===== src/rtl/alu_cmd_frontend.sv =====
// Command front-end for the external 4-bit ALU: buffers requests in a small FIFO,
// presents the head to the ALU and registers its result into a valid/ready output stage.
module alu_cmd_frontend #(
    parameter int unsigned DEPTH = 4
) (
    input  logic                     clk,
    input  logic                     rst_n,
    input  logic                     flush,
    input  logic                     in_valid,
    output logic                     in_ready,
    input  logic [3:0]               in_a,
    input  logic [3:0]               in_b,
    input  logic [2:0]               in_op,
    output logic [3:0]               alu_a,
    output logic [3:0]               alu_b,
    output logic [2:0]               alu_op,
    input  logic [3:0]               alu_result,
    input  logic                     alu_slt,
    input  logic                     alu_zero,
    output logic                     out_valid,
    input  logic                     out_ready,
    output logic [3:0]               out_result,
    output logic                     out_slt,
    output logic                     out_zero,
    output logic                     out_illegal,
    output logic [$clog2(DEPTH):0]   count,
    output logic [7:0]               issued_cnt
);

    localparam int unsigned PW = (DEPTH > 1) ? $clog2(DEPTH) : 1;
    localparam int unsigned CW = $clog2(DEPTH) + 1;

    logic [3:0]    mem_a  [DEPTH];
    logic [3:0]    mem_b  [DEPTH];
    logic [2:0]    mem_op [DEPTH];

    logic [PW-1:0] wr_ptr_q, rd_ptr_q;
    logic [CW-1:0] count_q;
    logic          out_valid_q, out_slt_q, out_zero_q, out_illegal_q;
    logic [3:0]    out_result_q;
    logic [7:0]    issued_q;

    logic          fifo_empty;
    logic          push;
    logic          issue;
    logic          head_illegal;

    assign fifo_empty   = (count_q == '0);
    // A pop in the same cycle never frees a slot for the push.
    assign in_ready     = (count_q < CW'(DEPTH)) && !flush;
    assign push         = in_valid && in_ready;
    assign issue        = !fifo_empty && (!out_valid_q || out_ready) && !flush;
    assign head_illegal = alu_op[2] && alu_op[1];

    always_comb begin
        alu_a  = 4'd0;
        alu_b  = 4'd0;
        alu_op = 3'd0;
        if (!fifo_empty) begin
            alu_a  = mem_a[rd_ptr_q];
            alu_b  = mem_b[rd_ptr_q];
            alu_op = mem_op[rd_ptr_q];
        end
    end

    // Storage needs no reset: entries are only visible while count_q covers them.
    always_ff @(posedge clk) begin
        if (push) begin
            mem_a[wr_ptr_q]  <= in_a;
            mem_b[wr_ptr_q]  <= in_b;
            mem_op[wr_ptr_q] <= in_op;
        end
    end

    always_ff @(posedge clk or negedge rst_n) begin
        if (!rst_n) begin
            wr_ptr_q      <= '0;
            rd_ptr_q      <= '0;
            count_q       <= '0;
            out_valid_q   <= 1'b0;
            out_result_q  <= 4'd0;
            out_slt_q     <= 1'b0;
            out_zero_q    <= 1'b0;
            out_illegal_q <= 1'b0;
            issued_q      <= 8'd0;
        end else if (flush) begin
            wr_ptr_q    <= '0;
            rd_ptr_q    <= '0;
            count_q     <= '0;
            out_valid_q <= 1'b0;
            issued_q    <= 8'd0;
        end else begin
            if (push) begin
                wr_ptr_q <= wr_ptr_q + PW'(1);
            end
            if (issue) begin
                rd_ptr_q <= rd_ptr_q + PW'(1);
            end
            count_q <= count_q + CW'(push) - CW'(issue);

            if (issue) begin
                out_valid_q   <= 1'b1;
                out_illegal_q <= head_illegal;
                out_result_q  <= head_illegal ? 4'd0 : alu_result;
                out_slt_q     <= head_illegal ? 1'b0 : alu_slt;
                out_zero_q    <= head_illegal ? 1'b0 : alu_zero;
                issued_q      <= issued_q + 8'd1;
            end else if (out_valid_q && out_ready) begin
                out_valid_q <= 1'b0;
            end
        end
    end

    assign out_valid   = out_valid_q;
    assign out_result  = out_result_q;
    assign out_slt     = out_slt_q;
    assign out_zero    = out_zero_q;
    assign out_illegal = out_illegal_q;
    assign count       = count_q;
    assign issued_cnt  = issued_q;

endmodule


===== config.mk =====
export PLATFORM = sky130hd
export DESIGN_NAME = alu_cmd_frontend
export DESIGN_NICKNAME = d
export VERILOG_FILES = /design/src/rtl/alu_cmd_frontend.sv
export SDC_FILE = /design/constraint.sdc
export NUM_CORES = 1
export LEC_CHECK = 0
export ABC_CLOCK_PERIOD_IN_PS = 5300
export CORE_MARGIN = 4
export CORE_UTILIZATION = 50
export CTS_CLUSTER_SIZE = 40
export DETAILED_ROUTE_END_ITERATION = 6
export MAX_ROUTING_LAYER = met4
export PLACE_DENSITY = 0.77
export SYNTH_ARGS = -nofsm -noshare
export SYNTH_HDL_FRONTEND = slang
export SYNTH_SLANG_ARGS = --single-unit

===== constraint.sdc =====
create_clock -name clk -period 5.3 [get_ports clk]
set_input_delay 0.795 -clock clk [delete_from_list [all_inputs] [get_ports clk]]
set_output_delay 0.795 -clock clk [all_outputs]
set_load 0.01 [all_outputs]

run_1/port_trees.png
Scale: 4 px per um.
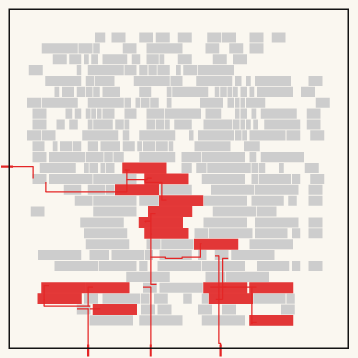
| port | colour | direction | edge | end cells | buffers | wire |
|---|---|---|---|---|---|---|
| in_a | red | input | 3 south, 1 west | 16 | 4 | 209 um |

run_1/clock_nets.png
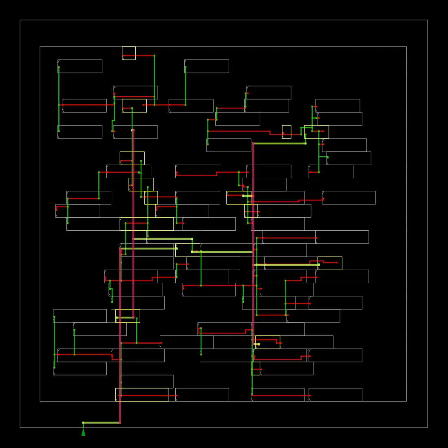
# clk buffers: 9
Clock group: 0.454 mW

run_1/gates.png
Scale: 6 px per um.
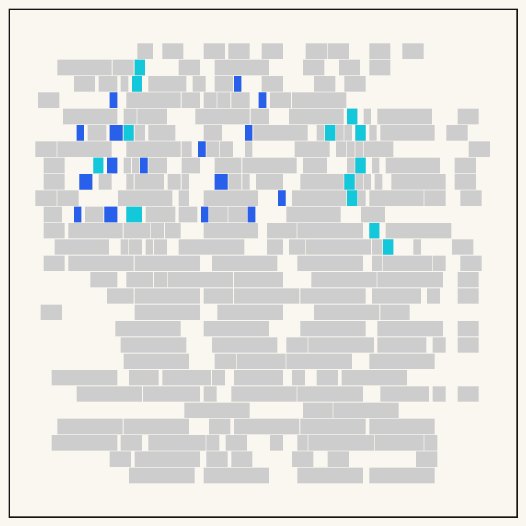
| family | colour | cells |
|---|---|---|
| nor cells | blue | 16 |
| aoi and oai cells | cyan | 13 |

run_1/util_map.png
Scale: 3 px per um. The die is cut into 8 by 8 equal tiles; dark purple is low, yellow is high, 0 to 100% covered.
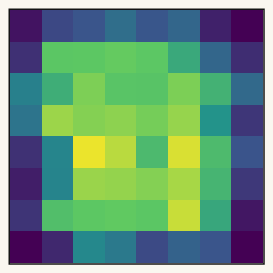
tiles over 75% full: 27%
nearly empty tiles: 4.7%
emptiest ninth of the die: north-east
densest ninth of the die: centre

==> summary.txt, run 1 <==
On the backend side, the flow ran end to end.

TritonRoute reported its final design rule violation total as 0. The H-tree depth stands at 3. The share of the synthesized netlist area taken by xor and xnor gates stands at 3.00%. Yosys reports a chip area of 2920 um2. The area share of the largest cell type after synthesis stands at a little under half. The I/O pin total stands at 53. Yosys stat counts 195 cells in the synthesized netlist. The remaining max-slew budget at the tightest pin stands at 30.6%. The number of cells after detailed placement stands at about 310.

The synthesized design contains roughly 67 register bits. The total area inside the core boundary comes to 5570 um2. The async set-reset flop share out of synthesis stands at 34.3%. The number of pins with negative max-slew slack in the final report stands at 0. In this run the power density over the cells is 468 nW/um2. The endpoint identified for the worst register-to-register timing path is count[2]$_DFF_PN0_. The arrival time of the worst setup path stands at 2.47 ns.

Looking at the reg2reg group, the worst path starts from count[2]$_DFF_PN0_. Summing the areas of all fa, ha and maj instances in the mapped netlist gives 3.69% of the synthesized area. The total power stands at approximately 1.7 mW. The maximum frequency from static timing analysis stands at 0.307 GHz.

The share of the Yosys chip area taken by registers is between 60 and 70%. After the first detailed-routing iteration, the DRC count stood at 111. The synthesis stats list as the most numerous cell sky130_fd_sc_hd__edfxtp_1. Buffers added to address setup during post-CTS repair amount to 0. Setup repair after global routing left no endpoint under its margin. The number of cell rows stands at 27. For this run, the final setup violation count is recorded as 0. The run finished with clean final reports. The longest incremental delay of any stage on the critical path is reported as 0.85 ns. Yosys reports that the most numerous cell types are 44 x sky130_fd_sc_hd__edfxtp_1, 23 x sky130_fd_sc_hd__dfrtp_1, 18 x sky130_fd_sc_hd__nand2_1, 15 x sky130_fd_sc_hd__and2_1, 11 x sky130_fd_sc_hd__nor2_1. The share of the clock period used by the worst path stands at 61.5%. After legalization and detailed placement, the total HPWL measured 3.62 mm. Per STA, the startpoint of the critical path is rd_ptr_q[0]$_DFFE_PN0P_. For this run the aggregate overflow at the end of global routing stands at 0.

The count of max-cap constraint violations stands at 0. The post-cts gate resize count stands at 0. The synthesis report names the predominant flop master as sky130_fd_sc_hd__edfxtp_1. The per-cell via count in the routed design stands at ~5.2. The net count entering floorplan stands at about 230. Per the OpenROAD floorplan log, the area of the die is 7120 um2. The number of hold-slack violations in the final timing report stands at 0. The cell leakage power stands at 1.35 nW. The post-placement cell area stands at 3460 um2. The number of detailed-routing iterations run before antenna repair stands at 4. The final report lists a non-filler cell total of ~330. The CTS sink count stands at about 67.

The number of antenna repair diodes stands at 0. Ranked by total cell area, the synthesized netlist is headed by sky130_fd_sc_hd__edfxtp_1 45%, sky130_fd_sc_hd__dfrtp_1 20%, sky130_fd_sc_hd__mux4_2 6.9%. The share of post-route cells with drive strength above 1 stands at 12.6%. The post-route minimum period stands at 3.26 ns. The cell-mix breakdown from Yosys lists the simple-gate area share as 12.3%. STA reports the tightest min-delay check as being of type flip-flop to flip-flop.
run 1: power by group:
part / switching, mW / internal [mW] / leakage (nW)
logic: 0.246 / 0.312 / 0.545
clock network: 0.191 / 0.263 / 0.101
registers: 0.0795 / 0.628 / 0.705
run 1: state kept, by name (all words and copies together) (netlist names):
name         count
out_result       4
out_illegal      1
rd_ptr_q         2
wr_ptr_q         2
out_zero         1
out_slt          1
count            3
mem_op          12
out_valid        1
mem_a           16
issued_cnt       8
mem_b           16
run 1: per-layer routing:
metal,wire length [um],share of wire [%]
met1,2370,45
met4,123,2.3
met2,2470,47
met5,0,0
met3,279,5.3
run 1: final cells by class:
cell class	count	area, um2
Tap cell	72	90.1
Multi-Input combinational cell	113	918
Clock buffer	9	124
Inverter	6	35.0
Timing Repair Buffer	52	520
Fill cell	420	1900
Sequential cell	67	1900
Clock inverter	7	92.6
run 1: layout by cell type, fill, tap and decap left out, drive strengths merged, types with 2 or more instances in the layout:
cell type and count:
a21oi 3, and2 16, and4 2, bufinv 2
clkbuf 9, clkdlybuf4s50 52, clkinv 3, clkinvlp 3
dfrtp 23, edfxtp 44, ha 7, inv 5
mux2 2, mux4 11, nand2 18, nand3 6
nand4 4, nor2 11, nor2b 3, o21ai 9
or3 3, xnor2 2, xor2 8
run 1: worst max-delay path: cells and delay by family, from the launching register on:
| family | cells | cell delay (ns) |
|---|---|---|
| buffers and inverters | 1 | 0.49 |
| flip-flops | 1 | 0.85 |
| AND/OR/NAND/NOR | 1 | 0.16 |
| multiplexers | 1 | 0.62 |
run 1: metrics by stage:
stage | hold WS, ns | worst slack [ns]
6_report | 0.497 | 2.04
3_5_place_dp | 0.485 | 1.71
4_1_cts | 0.500 | 1.99
3_3_place_gp | 0.489 | 1.79
5_1_grt | 0.528 | 1.87
2_1_floorplan | 0.499 | 2.67
run_1/ff_map.png
Scale: 4 px per um.
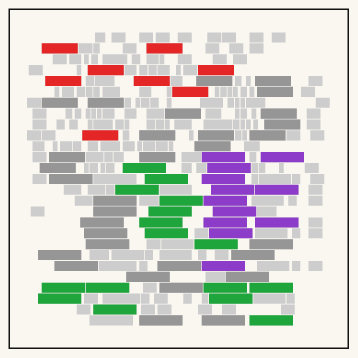

==> inputs of run 2 (changes only) <==
ABC_CLOCK_PERIOD_IN_PS = 2900   (was 5300)
CORE_UTILIZATION = 47   (was 50)
PLACE_DENSITY = 0.76   (was 0.77)
clock period = 2.9 ns   (was 5.3 ns; I/O delays follow)
run_2/ff_map.png
Scale: 4 px per um.
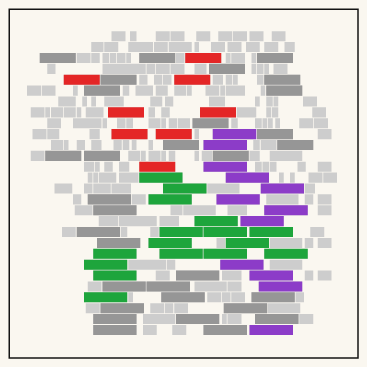
| name in the netlist | colour | sequential cells |
|---|---|---|
| mem_a | green | 16 |
| mem_op | purple | 12 |
| issued_cnt | red | 8 |

==> run 2 against run 1 <==
Effect of this change:
- sequential power up 78%
- sequential cell count did not move
- combinational power increased by 92%
- clock power increased by 56%
- global-route usage fell by 1.0 points
- first-iteration DRC count is 32% lower
- core utilization decreased by 4.0 points
- highest routed layer unchanged
==> summary.txt, run 2 <==
On the backend side, the flow ran end to end.

After synthesis, the cell types taking the most area are sky130_fd_sc_hd__edfxtp_1 45%, sky130_fd_sc_hd__dfrtp_1 20%, sky130_fd_sc_hd__mux4_2 6.9%. The cell count listed in synth_stat.txt stands at 195. 0 antenna diodes ended up in the layout.

In this run, the synthesized area fraction spent on and/or/nand/nor cells is recorded as 12.3%. The number of cells after detailed placement stands at approximately 320. The first TritonRoute pass finished after 5 iterations. The flop and latch count out of synthesis stands at ~67. The share of post-route cells with drive strength above 1 stands at 13.5%.

The net count entering floorplan stands at approximately 230. The post-route minimum period stands at about 2.6 ns. After synthesis, the most frequently instantiated cells are 44 x sky130_fd_sc_hd__edfxtp_1, 23 x sky130_fd_sc_hd__dfrtp_1, 18 x sky130_fd_sc_hd__nand2_1, 15 x sky130_fd_sc_hd__and2_1, 11 x sky130_fd_sc_hd__nor2_1. The H-tree depth stands at 3.

Summing the sequential cell areas from Yosys gives 65.0% of the chip area. In this run the count of I/O pins placed on the die edge is 53. Looking at the reg2reg group, the worst path starts from count[1]$_DFF_PN0_. The overall die size recorded for this design is 7530 um2. The total grt overflow stands at 0. Once the clock tree was built, the setup fixing pass inserted 0 buffers. Of the total synthesized cell area, the portion taken by full adders, half adders and majority gates is 3.69%.

The maximum frequency from static timing analysis stands at 0.379 GHz. The number of pins with negative max-slew slack in the final report stands at 0. Post-CTS repair ended up resizing 0 cells. Setup slack closes at 0.260 ns. The HPWL after detailed placement stands at 3.65 mm. The region available for standard cell placement spans 5960 um2. The registers reported with the highest flop counts are mem_a x16, mem_b x16, mem_op x12. Among all cell types in the netlist, the one instantiated most often is sky130_fd_sc_hd__edfxtp_1. The tally of filler cells in the layout stands at 469.

In this run, the synthesized area fraction spent on xor and xnor cells is recorded as under 10%. The power density relative to cell area stands at about 820 nW/um2. In the routed layout, each cell is associated on average with a via count of 5.12. The number of cell rows stands at 28. The final critical path takes up 91.0% of the cycle. The final-layout worst hold slack stands at 0.462 ns.

The synthesized netlist has a Yosys-reported chip area of 2920 um2. The run finished with clean final reports. The commonest register cell is sky130_fd_sc_hd__edfxtp_1. The number of hold-slack violations in the final timing report stands at 0. The worst setup timing slack at the placement stage stands at 0.213 ns. The number of setup violations in the final report stands at 0. The design draws 3.04 mW.
run_2/port_trees.png
Scale: 4 px per um.
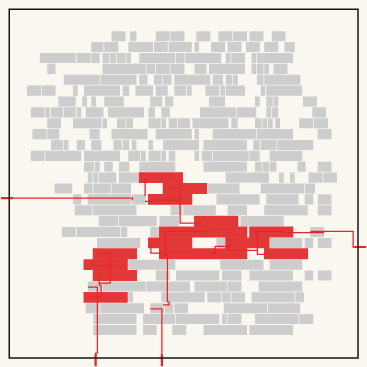
| port | colour | direction | edge | end cells | buffers | wire |
|---|---|---|---|---|---|---|
| in_a | red | input | 2 south, 1 east, 1 west | 16 | 4 | 219 um |

## run 2: cell counts after synthesis
Identical to the previous run, type by type.
## run 2: worst max path at each step
stage	startpoint	to	cells after the start
floorplan	flush	count[2]$_DFF_PN0_	11
global placement	flush	count[2]$_DFF_PN0_	10
detailed placement	flush	count[2]$_DFF_PN0_	10
CTS	count[2]$_DFF_PN0_	alu_a[3]	3
global route	count[1]$_DFF_PN0_	alu_a[3]	3
finish	count[1]$_DFF_PN0_	alu_a[3]	3
## run 2: cell families after synthesis
group                      count (synthesis)
and+or+nand+nor                           67
DFF                                       67
muxes                                     13
xor gates and xnor gates                  10
AOI/OAI and AO/OA                         15
buffers and inverters                     15
adders and majority gates                  8
## run 2: power breakdown
| part | internal (mW) | total [mW] | switching [mW] | leakage, nW |
|---|---|---|---|---|
| logic | 0.593 | 1.07 | 0.481 | 0.574 |
| registers | 1.15 | 1.26 | 0.109 | 0.705 |
| clock network | 0.385 | 0.708 | 0.323 | 0.0915 |
| total | 2.13 | 3.04 | 0.914 | 1.37 |
## run 2: layout make-up
| type | instances | area (um2) | share of cell area (%) |
|---|---|---|---|
| sequential | 67 | 1900 | 51.4 |
| tap | 75 | 93.8 | 2.54 |
| clock inverter | 7 | 58.8 | 1.59 |
| timing repair buffer | 58 | 566 | 15.3 |
| inverter | 6 | 35.0 | 0.949 |
| multi-input combinational | 113 | 918 | 24.9 |
| clock buffer | 9 | 124 | 3.35 |
## run 2: metal layers
metal	track usage [%]	part of all wire (%)
met5	-	0
met4	8.07	2.2
met2	23.9	50
met1	20.3	44
met3	2.95	4.3
## run 2: worst max-delay path: cells and delay by family (launching register included)
family	cells	cell delay, ns
flops	1	0.46
simple gates	2	0.95
buf+inv	1	0.47
run_2/clock_nets.png
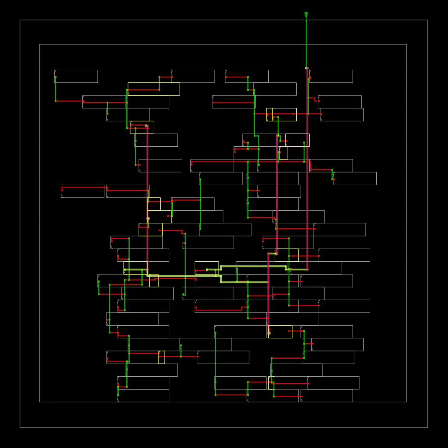

==> inputs of run 3 (changes only) <==
CORE_MARGIN = 1.5   (was 4)
CORE_UTILIZATION = 50   (was 47)
DONT_BUFFER_PORTS = 1   (was unset)
PLACE_DENSITY = 0.68   (was 0.76)
SKIP_LAST_GASP = 1   (was unset)
run_3/clock_nets.png
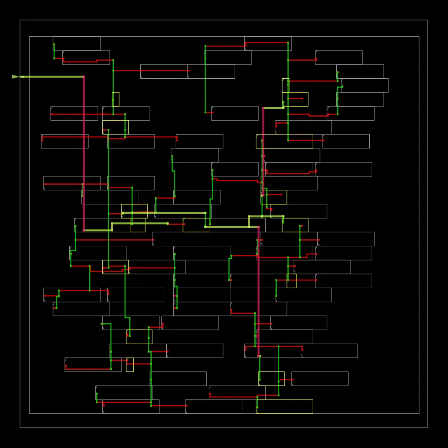
Sinks on Clock Net: 67
clk latency late pin: 0.33 ns
number of sequential storage elements: 67

==> run 3 against run 2 <==
Effect of this change:
- critical path depth is 7 higher
- clock power is 14% higher
- setup slack better by 0.15 ns
- synthesized cell count stayed put
- combinational power is 38% lower
- design area is 14% lower
- core utilization is 5.1 points lower
- worst hold slack worse by 0.31 ns
- register-to-register slack worse by 0.12 ns
- power is 7.7% lower
- largest cell class unchanged
- largest power group unchanged
==> summary.txt, run 3 <==
On the backend side, the flow ran end to end.

Using the TritonRoute via totals, the vias-per-cell ratio works out to 5.55. The count of non-CTS inverters in the layout stands at 6. In this run the vertical extent of the chip is around 80 um. By instance count, the leading cell after synthesis is sky130_fd_sc_hd__edfxtp_1.

The power in sequential cells stands at 1.33 mW. Of the post-synthesis cell area, the dominant cell type holds 45.3%. The clock group share of total power stands at 28.9%. Wires add up to 5.12 mm. The maximum number of buffers from clock root to sink stands at 2. Looking at the clock tree report, the H-tree level count equals 3. Per the synth stats, the flop cell with the highest instance count is sky130_fd_sc_hd__edfxtp_1. The violation tally from detailed-route iteration zero stands at 75.

The maximum frequency from static timing analysis stands at 0.402 GHz. For reference, the clock transition at the flip-flops on the worst setup and hold paths is 0.07 ns. Looking at the power breakdown, sequential logic takes 47.4% of the total. The cell-internal power stands at 1.92 mW. Counting both buffers and inverters, the worst setup path holds a total of 3. The count of max-cap constraint violations stands at 0.

The number of ordinary and repair buffers in the finished layout stands at 3. The longest incremental delay of any stage on the critical path is reported as about 0.48 ns. In the layout the commonest cells are 44 x sky130_fd_sc_hd__edfxtp_1, 23 x sky130_fd_sc_hd__dfrtp_1, 18 x sky130_fd_sc_hd__nand2_1, 15 x sky130_fd_sc_hd__and2_1, 11 x sky130_fd_sc_hd__nor2_1.

The final report lists the setup-violating endpoint count as 0. The cell leakage power stands at 1.17 nW. The total combinational power stands at 0.667 mW.

The overall die area stands at 6300 um2. TritonRoute reported its final design rule violation total as 0. The script computed the net switching share of total power as between 30% and 40%. The sequential cell area share stands at 59.8%. Multi-input combinational cells in the finished layout were counted as 113.

The synthesized netlist cell count stands at 195. The power density relative to cell area stands at just under 900 nW/um2. By area the synthesized netlist is led by sky130_fd_sc_hd__edfxtp_1 45%, sky130_fd_sc_hd__dfrtp_1 20%, sky130_fd_sc_hd__mux4_2 6.9%.

The combinational gate area stands at about 900 um2. Clock buffers in the final layout number 10. Grouping stages by cell kind, the critical path spends the most delay in adder cells. The routed design could run at a clock period as short as 2.49 ns. In this run, power in the clock network comes to 0.810 mW. Per the OpenROAD power report, switching power amounts to 0.885 mW. For reference, the final report shows the max-slew violation count at 0. Recorded from the global router log, the overflow total was 0. The share of the final layout cell area in multi-input gates stands at 28.9%. The floorplan report lists the tap cell count as 72. The share of the clock period used by the worst path stands at 85.8%. At floorplan, the net count of the design was reported as around 230. In the final layout, clock buffers and inverters account for about 6.5% of the cell area.

The most common logic cell in the final layout is sky130_fd_sc_hd__edfxtp_1. The cell count listed in synth_stat.txt stands at 195. For reference, the placement row count at floorplan is 27.

In the final design, more cell area goes to sequential cells than to any other class. The biggest slice of the total power is consumed by sequential cells. Per the final report, the share of cell area in non-clock buffers is less than 1%. Checking max transition, the worst relative margin is 31.5%. At the floorplan stage, the core utilization is reported as between 50 and 60%.

The arrival time of data at the worst endpoint is listed as around 2.7 ns. The share of the Yosys chip area taken by registers is between 60% and 70%. The total power stands at 2.80 mW. The number of hold-slack violations in the final timing report stands at 0. The chip area in the Yosys report stands at 2920 um2. The tally of filler cells in the layout stands at about 440. The HPWL after detailed placement stands at 3.44 mm. Combinational cells account for between 20% and 30% of the total power. Per the synth stats, the proportion of register bits with asynchronous set or reset is 34.3%. The total area inside the core boundary comes to ~5600 um2. Per the synth log, the flip-flop and latch total comes to 67. The worst hold path belongs to the class input port to flip-flop. The largest registers in the layout are mem_a x16, mem_b x16, mem_op x12. Setup repair after global routing left no endpoint under its margin. The post-route netlist has between 15 and 20% of its cells at a drive strength greater than 1. Gates resized during post-CTS repair numbered 0. The number of antenna repair diodes stands at 0. Per the run report, area growth between synthesis and finish was 8.75%. Across the whole layout, storage elements account for 1900 um2.

The iteration count recorded for the first detailed-route pass is 4. The global-route wire length before repair stands at about 8 mm. The floorplan report gives the top-level pin count as 53. The flow ran to the end, and the final reports show no timing, DRC or antenna violations. In the synthesized netlist, the cells that appear most often are 44 x sky130_fd_sc_hd__edfxtp_1, 23 x sky130_fd_sc_hd__dfrtp_1, 18 x sky130_fd_sc_hd__nand2_1, 15 x sky130_fd_sc_hd__and2_1, 11 x sky130_fd_sc_hd__nor2_1.
run_3/ff_map.png
Scale: 4 px per um.
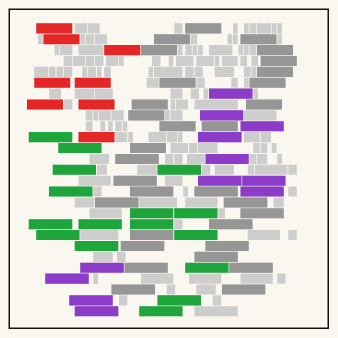
| name in the netlist | colour | sequential cells |
|---|---|---|
| mem_a | green | 16 |
| issued_cnt | red | 8 |
| mem_op | purple | 12 |
not coloured: 31

==> run 3: cell counts after synthesis <==
No cell type changed its count.
==> run 3: what timing repair did <==
item | CTS | global route
hold buffers | 1 | 0
buffers inserted | 0 | 0
endpoints found under the hold margin | 23 | 0
==> run 3: path summary, 6_finish.rpt <==
path	start	endpoint	slack, ns	cells past startpoint
min	flush	out_valid$_DFFE_PN0P_	0.15	1
max	count[1]$_DFF_PN0_	count[2]$_DFF_PN0_	0.41	10
max reg2reg	count[1]$_DFF_PN0_	count[2]$_DFF_PN0_	0.41	10
max in group asynchronous	rst_n	rd_ptr_q[0]$_DFFE_PN0P_	1.54	1
min in group asynchronous	rst_n	out_illegal$_DFFE_PN0P_	0.72	1
min reg2reg	out_result[3]$_DFFE_PN0P_	out_result[3]$_DFFE_PN0P_	0.57	2
==> run 3: through the flow <==
step | util, % | hold WS (ns) | area [um2] | setup slack, ns | cells
CTS | 56.9 | 0.140 | 3170 | 0.405 | 277
detailed placement | 53.0 | 0.140 | 2960 | 0.437 | 260
global route | 56.9 | 0.129 | 3170 | 0.243 | 277
global placement | 53.0 | 0.140 | 2960 | 0.535 | 260
floorplan | - | 0.139 | 2920 | 0.630 | 195
finish | 56.9 | 0.155 | 3170 | 0.413 | 277
==> run 3: layer usage <==
layer	global-route usage [%]	part of all wire [%]	up-vias
met5	-	0	-
li1	-	-	719
met4	8.95	1.9	0
met3	6.97	6.5	8
met1	22.9	42	770
met2	27.9	49	41
==> run 3: cell families after synthesis <==
kind of cell             share of synthesized area [%]
AND-OR/OR-AND                                     2.96
buffers and inverters                             3.52
multiplexers                                      9.52
XOR/XNOR                                          3.00
adder cells (fa/ha/maj)                           3.69
AND/OR/NAND/NOR                                   12.3
flip-flops                                        65.0
No activity file was given, so power comes from the tool's default toggle rates.
